wires.png
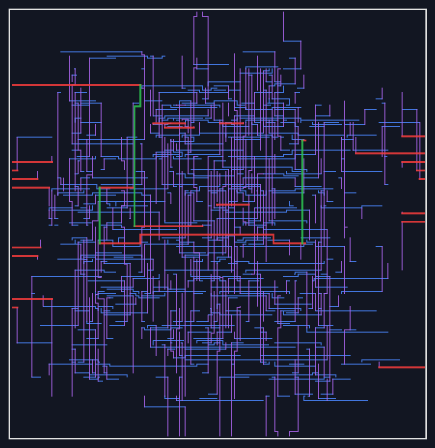
logic_types.png
Bar = 20 µm.
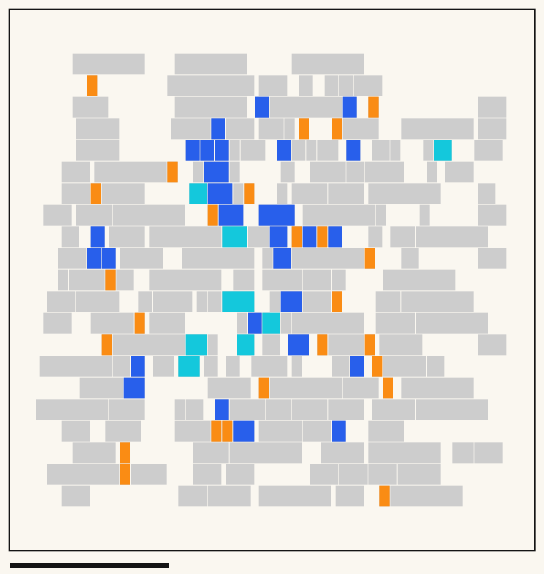
io_placement.png
Pins as bars across the die edge, other pins in gray.
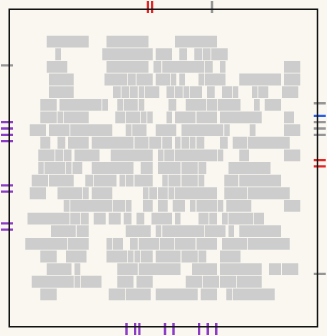
clocks.png
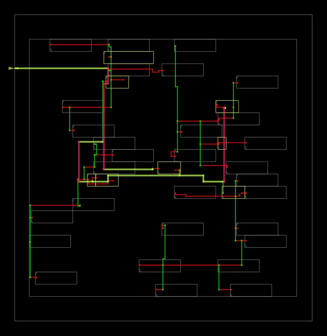
File: src/rtl/mlp_pkg.sv
// mlp_pkg: constants and types shared by the MLP layers and the argmax stage.
//   N_CLASS  output-layer width (scores per sample)
//   SCORE_W  signed score width
//   CLS_W    class index width
//   state_e  argmax stage states (ACCUM collecting, HOLD result pending)
//   score_t  signed score type
package mlp_pkg;

  localparam int N_CLASS = 10;
  localparam int SCORE_W = 16;
  localparam int CLS_W   = $clog2(N_CLASS);

  typedef enum logic {
    ACCUM = 1'b0,
    HOLD  = 1'b1
  } state_e;

  typedef logic signed [SCORE_W-1:0] score_t;

endpackage

File: src/rtl/mlp_argmax_stage.sv
// mlp_argmax_stage: streaming argmax over one sample's output-layer scores.
// One score per beat in, one class index per sample out, through a one-entry
// result register so that samples stream back to back without bubbles.
//
// Ports:
//   clk, rst_n        clock, asynchronous active-low reset
//   s_valid/s_ready   score beat handshake
//   s_score           signed score of the current class
//   s_last            final score of a sample
//   m_valid/m_ready   result handshake
//   m_class           0-based index of the largest score
//   m_err             frame length mismatch on this result
//   m_score           winning score (only with MLP_ARGMAX_SCORE_OUT_EN defined)
//
// Build option: MLP_ARGMAX_SCORE_OUT_EN adds the m_score output port.
module mlp_argmax_stage #(
  parameter int N_CLASS = mlp_pkg::N_CLASS,
  parameter int SCORE_W = mlp_pkg::SCORE_W,
  parameter int CLS_W   = $clog2(N_CLASS)
) (
  input  logic                      clk,
  input  logic                      rst_n,
  input  logic                      s_valid,
  output logic                      s_ready,
  input  logic signed [SCORE_W-1:0] s_score,
  input  logic                      s_last,
  output logic                      m_valid,
  input  logic                      m_ready,
  output logic [CLS_W-1:0]          m_class,
`ifdef MLP_ARGMAX_SCORE_OUT_EN
  output logic                      m_err,
  output logic signed [SCORE_W-1:0] m_score
`else
  output logic                      m_err
`endif
);

  import mlp_pkg::state_e;
  import mlp_pkg::ACCUM;
  import mlp_pkg::HOLD;

  localparam logic [CLS_W-1:0] LAST_IDX = CLS_W'(N_CLASS - 1);

  state_e                    r_state, w_state_nxt;
  logic [CLS_W-1:0]          r_idx;
  logic signed [SCORE_W-1:0] r_max;
  logic [CLS_W-1:0]          r_best;
  logic [CLS_W-1:0]          r_class;
  logic                      r_err;

  logic                      w_acc;
  logic                      w_at_end;
  logic                      w_end;
  logic                      w_take;
  logic signed [SCORE_W-1:0] w_new_max;
  logic [CLS_W-1:0]          w_new_best;

  assign w_acc    = s_valid & s_ready;
  assign w_at_end = (r_idx == LAST_IDX);
  assign w_end    = w_acc & (s_last | w_at_end);

  // Beat 0 always loads; later beats only on a strictly greater score so a
  // tie keeps the lower index.
  assign w_take     = (r_idx == '0) || (s_score > r_max);
  assign w_new_max  = w_take ? s_score : r_max;
  assign w_new_best = w_take ? r_idx   : r_best;

  // State register
  always_ff @(posedge clk or negedge rst_n) begin
    if (!rst_n) r_state <= ACCUM;
    else        r_state <= w_state_nxt;
  end

  // Next state. A beat accepted in HOLD while the result retires belongs to
  // the next frame; if it also ends that frame we stay in HOLD.
  always_comb begin
    w_state_nxt = r_state;
    case (r_state)
      ACCUM:   if (w_end) w_state_nxt = HOLD;
      HOLD:    if (m_ready) w_state_nxt = w_end ? HOLD : ACCUM;
      default: w_state_nxt = ACCUM;
    endcase
  end

  // Outputs decoded from state
  always_comb begin
    s_ready = 1'b1;
    m_valid = 1'b0;
    case (r_state)
      ACCUM: begin
        s_ready = 1'b1;
        m_valid = 1'b0;
      end
      HOLD: begin
        s_ready = m_ready;
        m_valid = 1'b1;
      end
      default: begin
        s_ready = 1'b1;
        m_valid = 1'b0;
      end
    endcase
  end

  // Running argmax over the current frame
  always_ff @(posedge clk or negedge rst_n) begin
    if (!rst_n) begin
      r_idx  <= '0;
      r_max  <= '0;
      r_best <= '0;
    end else if (w_acc) begin
      r_idx  <= w_end ? '0 : r_idx + 1'b1;
      r_max  <= w_new_max;
      r_best <= w_new_best;
    end
  end

  // Result register. Error flags a marker that disagrees with the count:
  // s_last early (short) or missing on the final index (unmarked).
  always_ff @(posedge clk or negedge rst_n) begin
    if (!rst_n) begin
      r_class <= '0;
      r_err   <= 1'b0;
    end else if (w_end) begin
      r_class <= w_new_best;
      r_err   <= s_last ^ w_at_end;
    end
  end

  assign m_class = r_class;
  assign m_err   = r_err;

`ifdef MLP_ARGMAX_SCORE_OUT_EN
  logic signed [SCORE_W-1:0] r_score;

  always_ff @(posedge clk or negedge rst_n) begin
    if (!rst_n)     r_score <= '0;
    else if (w_end) r_score <= w_new_max;
  end

  assign m_score = r_score;
`endif

endmodule

File: config.mk
export PLATFORM = sky130hd
export DESIGN_NAME = mlp_argmax_stage
export DESIGN_NICKNAME = d
export VERILOG_FILES = /design/src/rtl/mlp_pkg.sv /design/src/rtl/mlp_argmax_stage.sv
export SDC_FILE = /design/constraint.sdc
export NUM_CORES = 1
export LEC_CHECK = 0
export CORE_AREA = 3 3 63 65
export CTS_BUF_LIST = sky130_fd_sc_hd__clkbuf_8
export CTS_CLUSTER_SIZE = 30
export DETAILED_ROUTE_END_ITERATION = 12
export DIE_AREA = 0 0 66 68
export PLACE_DENSITY = 0.79
export SYNTH_ARGS = -nofsm -noshare
export SYNTH_HDL_FRONTEND = slang
export SYNTH_SLANG_ARGS = --single-unit
File: constraint.sdc
create_clock -name clk -period 3.7 [get_ports clk]
set_input_delay 0.555 -clock clk [delete_from_list [all_inputs] [get_ports clk]]
set_output_delay 0.555 -clock clk [all_outputs]
set_load 0.02 [all_outputs]
==> impl_metrics.py <==
# Metrics from the implementation run
metrics = {
    "yosys": {
        "top_cells_by_area": "sky130_fd_sc_hd__dfrtp_1 (40%), sky130_fd_sc_hd__ha_1 (13%), sky130_fd_sc_hd__mux2_4 (13%), sky130_fd_sc_hd__inv_1 (5.0%), sky130_fd_sc_hd__o21ai_0 (2.7%)",
        "numSynthFlops": 30,
        "number_of_warning_messages_in_the_yosys_log": 0,
        "yosysTopAreaCell": "sky130_fd_sc_hd__dfrtp_1",
        "postSynth.asyncResetShare": 1.000,
        "synth-compound-area-share": 0.1137,
        "yosys-top-cells-count": "sky130_fd_sc_hd__dfrtp_1 (30), sky130_fd_sc_hd__inv_1 (25), sky130_fd_sc_hd__ha_1 (20)",
        "post_synth_edffs": 0,
        "synth-xor-area-share": 0,
        "yosys.area_share.adder": 0.1330,
    },
    "setup_path": {
        "timing.critical_path.arrival_ns": 3.20,
        "critPathKind": "in2reg",
        "timing.reg2reg.worst_path_depth": 9,
    },
    "clock_network": {
        "cts_tree": "done",
        "clockRootBuffer": "sky130_fd_sc_hd__clkbuf_8",
        "ctsHtreeMaxLevel": 2,
        "cts.hold.buffers_added": 0,
    },
    "cells_and_area": {
        "buf_share": 0.1268,
        "n_antenna_cell": 0,
        "top_cell_excl_fill_tap": "sky130_fd_sc_hd__dfrtp_1",
        "final_nets": 256,
        "buffers_excl_clock": 30,
        "area_delta_synth_final_pct": 22.74,
        "final-instance-count-excl-fill": 262,
        "layout_top_cells": "sky130_fd_sc_hd__dfrtp_1 (30), sky130_fd_sc_hd__clkdlybuf4s50_1 (27), sky130_fd_sc_hd__inv_1 (25), sky130_fd_sc_hd__ha_1 (20), sky130_fd_sc_hd__mux2_4 (16)",
        "fill_cell_count": 260,
    },
    "final_timing": {
        "layout_min_cycle_time_ns": 3.034,
        "fin_hold_ws_ns": 0.4860,
        "rsz0062_at_grt": "false",
        "worst_margin_pin_slew_ns": 0.6347,
    },
    "die": {
        "n_tap_cell": 46,
        "core_area_um2": 3390,
    },
    "routing": {
        "wire_length_per_cell_after_detailed_routing_um": 14.98,
        "top_layer": "met4",
        "met3_wirelength_um": 155,
        "dr_wl_met2_um": 1998,
    },
    "grt": {
        "grt.met3_usage": 0.04433,
        "antenna_found_initial": 0,
        "global_route.usage.met2": 0.3667,
        "overflow": 0,
        "grt_pass1_vias": 1544,
        "grt_max_degree": 31,
    },
    "outcome": {
        "outcome": "finished clean",
    },
    "placed_design": {
        "port_buffers": 27,
        "place_area_um2": 2201,
        "dpl.cell_count": 254,
    },
}
-- wires.png (at the start) --
Blue is metal 1, wire length 1720 µm. Green is metal 4, wire length 48.5 µm. Red is metal 3, wire length 155 µm. Purple is metal 2, wire length 2000 µm.

-- logic_types.png (at the start) --
Blue is inverting AOI/OAI gates, cells 28, most used o21ai_0. Cyan is AND and OR gates, cells 8, most used or4_1, where middle. Orange is inverters, cells 25, most used inv_1.

-- io_placement.png (at the start) --
Purple is s_score, pins 16, direction input, edge 8 left, 8 bottom. Red is m_class, pins 4, direction output, edge 2 right, 2 top. Blue is s_valid, pins 1, direction input, edge right.

-- clocks.png (at the start) --
clk pwr: 0.326 mW
Clock Skews: 0.007494 ns
Seq Cell Count: 30
total clock buffers created by CTS: 5

==> registers in the layout (all words and copies together) (netlist names) <==
signal,count
r_max,16
r_state,1
r_best,4
r_idx,4
m_err,1
m_class,4
==> report_power, final <==
part	switching, mW	total, mW	internal, mW
clock network	0.128	0.326	0.198
registers	0.0828	0.553	0.471
logic	0.434	0.901	0.468
total	0.644	1.78	1.14
==> worst max-delay path: stages <==
cell and delay, ns:
sky130_fd_sc_hd__clkdlybuf4s50_1 0.43, sky130_fd_sc_hd__ha_1 0.39, sky130_fd_sc_hd__nand4_2 0.17, sky130_fd_sc_hd__or4_1 0.68, sky130_fd_sc_hd__a21oi_2 0.22, sky130_fd_sc_hd__or2_2 0.16
sky130_fd_sc_hd__o22ai_2 0.08, sky130_fd_sc_hd__buf_4 0.20, sky130_fd_sc_hd__mux2_4 0.31
Power is estimated from default activity; no workload was simulated.
